### Metal 1

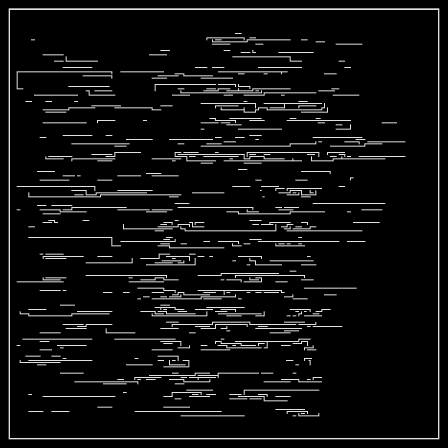
### Metal 2

The bar under the picture is 20 µm long.
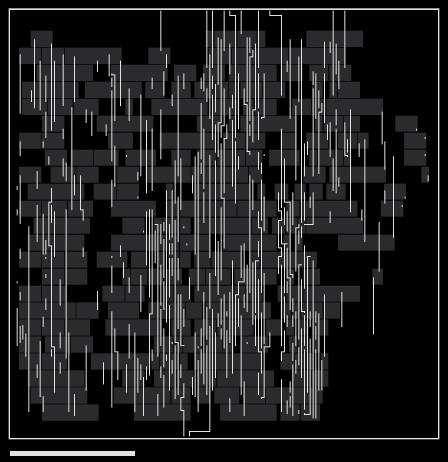
### M3 wires

The bar under the picture is 20 µm long.
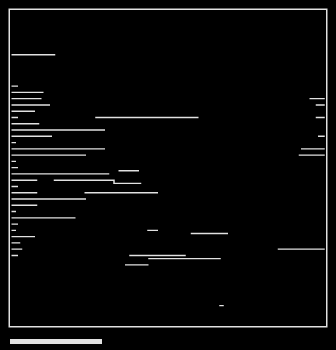
### Congestion heat map

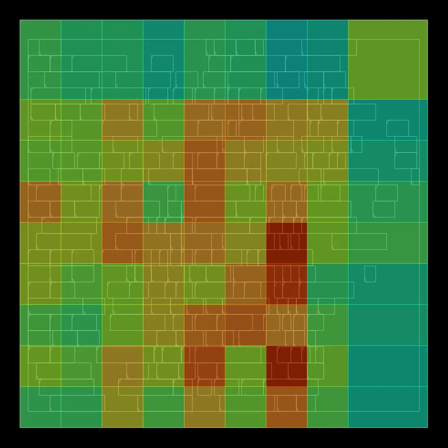
[src/rtl/front_panel_sequencer_if.sv]
// Command handshake between a host transactor or boot streamer and the front-panel sequencer.
interface front_panel_sequencer_if;
    localparam int unsigned OP_W   = 2;
    localparam int unsigned DATA_W = 12;

    logic              cmd_valid;
    logic              cmd_ready;
    logic [OP_W-1:0]   cmd_op;
    logic [DATA_W-1:0] cmd_data;
    logic              cmd_done;
    logic              run_timeout;

    modport master (
        output cmd_valid, cmd_op, cmd_data,
        input  cmd_ready, cmd_done, run_timeout
    );

    modport slave (
        input  cmd_valid, cmd_op, cmd_data,
        output cmd_ready, cmd_done, run_timeout
    );
endinterface

[src/rtl/front_panel_sequencer.sv]
// Drives PDP-8 front-panel switches/buttons from a command stream: load PC, deposit, run.
// One down-counter times switch setup, button press, release gap and the run watchdog.
module front_panel_sequencer #(
    parameter int SETUP_CYCLES   = 10,
    parameter int PRESS_CYCLES   = 10,
    parameter int RELEASE_CYCLES = 10,
    parameter int RUN_TIMEOUT    = 0
) (
    input  logic                   clock,
    input  logic                   resetN,
    front_panel_sequencer_if.slave cmd,
    input  logic                   run_led,
    output logic [12:0]            sw,
    output logic                   btnd,
    output logic                   btnl,
    output logic [11:0]            deposit_count
);
    localparam int unsigned DATA_W  = 12;
    localparam int          MAX_SP  = (SETUP_CYCLES > PRESS_CYCLES) ? SETUP_CYCLES : PRESS_CYCLES;
    localparam int          MAX_RT  = (RELEASE_CYCLES > RUN_TIMEOUT) ? RELEASE_CYCLES : RUN_TIMEOUT;
    localparam int          MAX_ALL = (MAX_SP > MAX_RT) ? MAX_SP : MAX_RT;
    localparam int unsigned CNT_W   = (MAX_ALL < 2) ? 1 : $clog2(MAX_ALL);

    localparam logic [CNT_W-1:0] LD_SETUP   = CNT_W'(SETUP_CYCLES - 1);
    localparam logic [CNT_W-1:0] LD_PRESS   = CNT_W'(PRESS_CYCLES - 1);
    localparam logic [CNT_W-1:0] LD_RELEASE = CNT_W'(RELEASE_CYCLES - 1);
    localparam logic [CNT_W-1:0] LD_TO      = CNT_W'((RUN_TIMEOUT > 0) ? RUN_TIMEOUT - 1 : 0);
    localparam bit               TO_EN      = (RUN_TIMEOUT > 0);

    if (SETUP_CYCLES < 1 || PRESS_CYCLES < 1 || RELEASE_CYCLES < 1 || RUN_TIMEOUT < 0) begin : g_bad_param
        $error("front_panel_sequencer: SETUP/PRESS/RELEASE_CYCLES must be >= 1, RUN_TIMEOUT >= 0");
    end

    typedef enum logic [1:0] {
        OP_LOAD_PC = 2'b00,
        OP_DEPOSIT = 2'b01,
        OP_RUN     = 2'b10,
        OP_NOP     = 2'b11
    } op_e;

    typedef enum logic [2:0] {
        S_IDLE,
        S_SETUP,
        S_PRESS,
        S_RELEASE,
        S_RUN_START,
        S_RUN_WAIT
    } state_e;

    state_e              r_state, w_state_nxt;
    logic [CNT_W-1:0]    r_cnt, w_cnt_nxt, w_cnt_dec;
    logic                r_is_dep, w_is_dep_nxt;
    logic [12:0]         r_sw, w_sw_nxt;
    logic                r_btnd, w_btnd_nxt;
    logic                r_btnl, w_btnl_nxt;
    logic                r_done, w_done_nxt;
    logic                r_to, w_to_nxt;
    logic [DATA_W-1:0]   r_dcnt, w_dcnt_nxt;
    logic                r_ready;
    logic                w_cnt_zero;
    logic                w_expire;

    assign w_cnt_zero = (r_cnt == '0);
    assign w_cnt_dec  = r_cnt - CNT_W'(1);
    assign w_expire   = TO_EN && w_cnt_zero;

    // Next-state and next-output decode
    always_comb begin
        w_state_nxt  = r_state;
        w_cnt_nxt    = r_cnt;
        w_is_dep_nxt = r_is_dep;
        w_sw_nxt     = r_sw;
        w_btnd_nxt   = r_btnd;
        w_btnl_nxt   = r_btnl;
        w_done_nxt   = 1'b0;
        w_to_nxt     = 1'b0;
        w_dcnt_nxt   = r_dcnt;

        case (r_state)
            S_IDLE: begin
                if (cmd.cmd_valid) begin
                    case (op_e'(cmd.cmd_op))
                        OP_LOAD_PC, OP_DEPOSIT: begin
                            w_sw_nxt[11:0] = cmd.cmd_data;
                            w_is_dep_nxt   = (op_e'(cmd.cmd_op) == OP_DEPOSIT);
                            w_cnt_nxt      = LD_SETUP;
                            w_state_nxt    = S_SETUP;
                        end
                        OP_RUN: begin
                            w_sw_nxt[12] = 1'b1;
                            w_cnt_nxt    = LD_TO;
                            w_state_nxt  = S_RUN_START;
                        end
                        default: w_done_nxt = 1'b1;
                    endcase
                end
            end
            S_SETUP: begin
                if (w_cnt_zero) begin
                    w_btnd_nxt  = r_is_dep;
                    w_btnl_nxt  = !r_is_dep;
                    w_cnt_nxt   = LD_PRESS;
                    w_state_nxt = S_PRESS;
                end else begin
                    w_cnt_nxt = w_cnt_dec;
                end
            end
            S_PRESS: begin
                if (w_cnt_zero) begin
                    w_btnd_nxt  = 1'b0;
                    w_btnl_nxt  = 1'b0;
                    w_cnt_nxt   = LD_RELEASE;
                    w_state_nxt = S_RELEASE;
                    if (r_is_dep) begin
                        w_dcnt_nxt = r_dcnt + DATA_W'(1);
                    end
                end else begin
                    w_cnt_nxt = w_cnt_dec;
                end
            end
            S_RELEASE: begin
                if (w_cnt_zero) begin
                    w_done_nxt  = 1'b1;
                    w_state_nxt = S_IDLE;
                end else begin
                    w_cnt_nxt = w_cnt_dec;
                end
            end
            S_RUN_START: begin
                if (run_led) begin
                    w_cnt_nxt   = LD_TO;
                    w_state_nxt = S_RUN_WAIT;
                end else if (w_expire) begin
                    w_sw_nxt[12] = 1'b0;
                    w_done_nxt   = 1'b1;
                    w_to_nxt     = 1'b1;
                    w_state_nxt  = S_IDLE;
                end else if (TO_EN) begin
                    w_cnt_nxt = w_cnt_dec;
                end
            end
            S_RUN_WAIT: begin
                if (!run_led) begin
                    w_sw_nxt[12] = 1'b0;
                    w_done_nxt   = 1'b1;
                    w_state_nxt  = S_IDLE;
                end else if (w_expire) begin
                    w_sw_nxt[12] = 1'b0;
                    w_done_nxt   = 1'b1;
                    w_to_nxt     = 1'b1;
                    w_state_nxt  = S_IDLE;
                end else if (TO_EN) begin
                    w_cnt_nxt = w_cnt_dec;
                end
            end
            default: w_state_nxt = S_IDLE;
        endcase
    end

    // State and output registers; reset drops buttons and the run switch at once
    always_ff @(posedge clock or negedge resetN) begin
        if (!resetN) begin
            r_state  <= S_IDLE;
            r_cnt    <= '0;
            r_is_dep <= 1'b0;
            r_sw     <= '0;
            r_btnd   <= 1'b0;
            r_btnl   <= 1'b0;
            r_done   <= 1'b0;
            r_to     <= 1'b0;
            r_dcnt   <= '0;
            r_ready  <= 1'b1;
        end else begin
            r_state  <= w_state_nxt;
            r_cnt    <= w_cnt_nxt;
            r_is_dep <= w_is_dep_nxt;
            r_sw     <= w_sw_nxt;
            r_btnd   <= w_btnd_nxt;
            r_btnl   <= w_btnl_nxt;
            r_done   <= w_done_nxt;
            r_to     <= w_to_nxt;
            r_dcnt   <= w_dcnt_nxt;
            r_ready  <= (w_state_nxt == S_IDLE);
        end
    end

    assign cmd.cmd_ready   = r_ready;
    assign cmd.cmd_done    = r_done;
    assign cmd.run_timeout = r_to;
    assign sw              = r_sw;
    assign btnd            = r_btnd;
    assign btnl            = r_btnl;
    assign deposit_count   = r_dcnt;
endmodule

[src/flat_wrapper.sv]
// flat-port wrapper written by rule: the top's interface ports become plain ports
module front_panel_sequencer_flat 
#(
    parameter int SETUP_CYCLES   = 10,
    parameter int PRESS_CYCLES   = 10,
    parameter int RELEASE_CYCLES = 10,
    parameter int RUN_TIMEOUT    = 0
)
  (clock, resetN, run_led, sw, btnd, btnl, deposit_count, cmd_cmd_valid, cmd_cmd_op, cmd_cmd_data, cmd_cmd_ready, cmd_cmd_done, cmd_run_timeout);
  front_panel_sequencer_if cmd_i ();
  input  logic clock;
  input  logic resetN;
  input  logic run_led;
  output logic [12:0] sw;
  output logic btnd;
  output logic btnl;
  output logic [11:0] deposit_count;
  input wire logic [$bits(cmd_i.cmd_valid)-1:0] cmd_cmd_valid;
  input wire logic [$bits(cmd_i.cmd_op)-1:0] cmd_cmd_op;
  input wire logic [$bits(cmd_i.cmd_data)-1:0] cmd_cmd_data;
  output wire logic [$bits(cmd_i.cmd_ready)-1:0] cmd_cmd_ready;
  output wire logic [$bits(cmd_i.cmd_done)-1:0] cmd_cmd_done;
  output wire logic [$bits(cmd_i.run_timeout)-1:0] cmd_run_timeout;
  assign cmd_i.cmd_valid = cmd_cmd_valid;
  assign cmd_i.cmd_op = cmd_cmd_op;
  assign cmd_i.cmd_data = cmd_cmd_data;
  assign cmd_cmd_ready = cmd_i.cmd_ready;
  assign cmd_cmd_done = cmd_i.cmd_done;
  assign cmd_run_timeout = cmd_i.run_timeout;
  front_panel_sequencer #(.SETUP_CYCLES(SETUP_CYCLES), .PRESS_CYCLES(PRESS_CYCLES), .RELEASE_CYCLES(RELEASE_CYCLES), .RUN_TIMEOUT(RUN_TIMEOUT)) u_core (.clock(clock), .resetN(resetN), .cmd(cmd_i), .run_led(run_led), .sw(sw), .btnd(btnd), .btnl(btnl), .deposit_count(deposit_count));
endmodule
[config.mk]
export PLATFORM = sky130hd
export DESIGN_NAME = front_panel_sequencer_flat
export DESIGN_NICKNAME = d
export VERILOG_FILES = /design/src/rtl/front_panel_sequencer_if.sv /design/src/rtl/front_panel_sequencer.sv /design/src/flat_wrapper.sv
export SDC_FILE = /design/constraint.sdc
export NUM_CORES = 1
export LEC_CHECK = 0
export CORE_UTILIZATION = 40
export DETAILED_ROUTE_END_ITERATION = 10
export PLACE_DENSITY = 0.71
export SLEW_MARGIN = 20
export SYNTH_ARGS = -nofsm -noshare
export SYNTH_HDL_FRONTEND = slang
export SYNTH_SLANG_ARGS = --single-unit
[constraint.sdc]
create_clock -name clock -period 1.8 [get_ports clock]
set_input_delay 0.36 -clock clock [delete_from_list [all_inputs] [get_ports clock]]
set_output_delay 0.36 -clock clock [all_outputs]
set_load 0.01 [all_outputs]
==> impl_metrics.env <==
# implementation run metrics
export IMPL_min_delay_path_class="in -> async"
export IMPL_synth_avg_cell_area_um2=11.1
export IMPL_max_cap_violations=0
export IMPL_buffers_excl_clock=70
export IMPL_seq_power_uw=1390
export IMPL_path_cells="clkdlybuf4s50_1 -> or3b_2 -> a22o_4 -> nor2_4 -> a2bb2oi_1"
export IMPL_grt_overflow=0
export IMPL_syn_to_final_growth_pct=51.7
export IMPL_wl_met3_um=321
export IMPL_clkbuf_count=7
export IMPL_place_area_mm2=0.00244
export IMPL_crit_required_ns=1.99
export IMPL_seq_share=0.345
export IMPL_antenna_found_initial=0
export IMPL_fin_nets=249
export IMPL_p_comb_uw=2000
export IMPL_outcome="completed"
export IMPL_fin_area_mm2=0.00269
export IMPL_drc=0
export IMPL_syn_area_mm2=0.00177
export IMPL_clock_skew_ns=0.00290
export IMPL_seq_power_share=0.337
export IMPL_clock_root_buffer="clkbuf_8"
export IMPL_mostFrequentLayoutCell="clkdlybuf4s50_1"
export IMPL_grt_first_pass_wirelength_mm=6.49
export IMPL_dpl_cell_count=269
export IMPL_place_detailed_hpwl_mm=2.92
export IMPL_clkCellAreaFrac=0.0433
export IMPL_nonClkBufAreaFrac=0.246
export IMPL_final_setup_worst_slack_ns=0.0413
export IMPL_insertedDiodeCount=0
export IMPL_yosysUniqueCellTypes=40
export IMPL_worstSetupPathType="in -> reg"
export IMPL_io_pins=48
export IMPL_fp_nets=179
export IMPL_setup_viol=0
export IMPL_taps=50
export IMPL_max_stage_delay_ns=0.48
export IMPL_largest_reg_flops=13
export IMPL_crit_path_end_kind="register"
Notes on 'Metal 1' above:
wire length on this layer: 1680 µm
nets with wire on the layer: 219
longest straight run: 15.2 µm
share of all routed wire: 40%

Notes on 'Metal 2' above:
nets with wire on the layer: 228
main direction: vertical
share of all routed wire: 51%
drt total wl: 4.17 mm
M2 GR Usage: 0.315

Notes on 'M3 wires' above:
wire length on this layer: 321 µm
nets with wire on the layer: 42
main direction: horizontal
longest straight run: 22.1 µm

Notes on 'Congestion heat map' above:
gr usage total: 0.191
GRT busiest layer: met2
fin util: 0.653
wire per inst: 14.9 µm

==> worst paths after layout <==
path	startpoint	endpoint	slack [ns]
max	run_led	u_core.r_cnt[3]	0.04
min	resetN	u_core.btnl	0.01
max reg2reg	u_core.r_cnt[1]	u_core.r_cnt[3]	0.06
min reg2reg	u_core.deposit_count[11]	u_core.deposit_count[11]	0.47
max in group asynchronous	resetN	u_core.cmd.cmd_ready	1.25
min in group clock	u_core.deposit_count[11]	u_core.deposit_count[11]	0.47
==> kinds of logic after synthesis <==
family	Yosys count	synth area share
and+or+nand+nor	52	0.177
buffers and inverters	17	0.0410
AOI/OAI and AO/OA	23	0.0876
xor gates and xnor gates	12	0.0594
adders and majority gates	2	0.0141
other	1	0.00212
muxes	15	0.0947
DFF	37	0.524
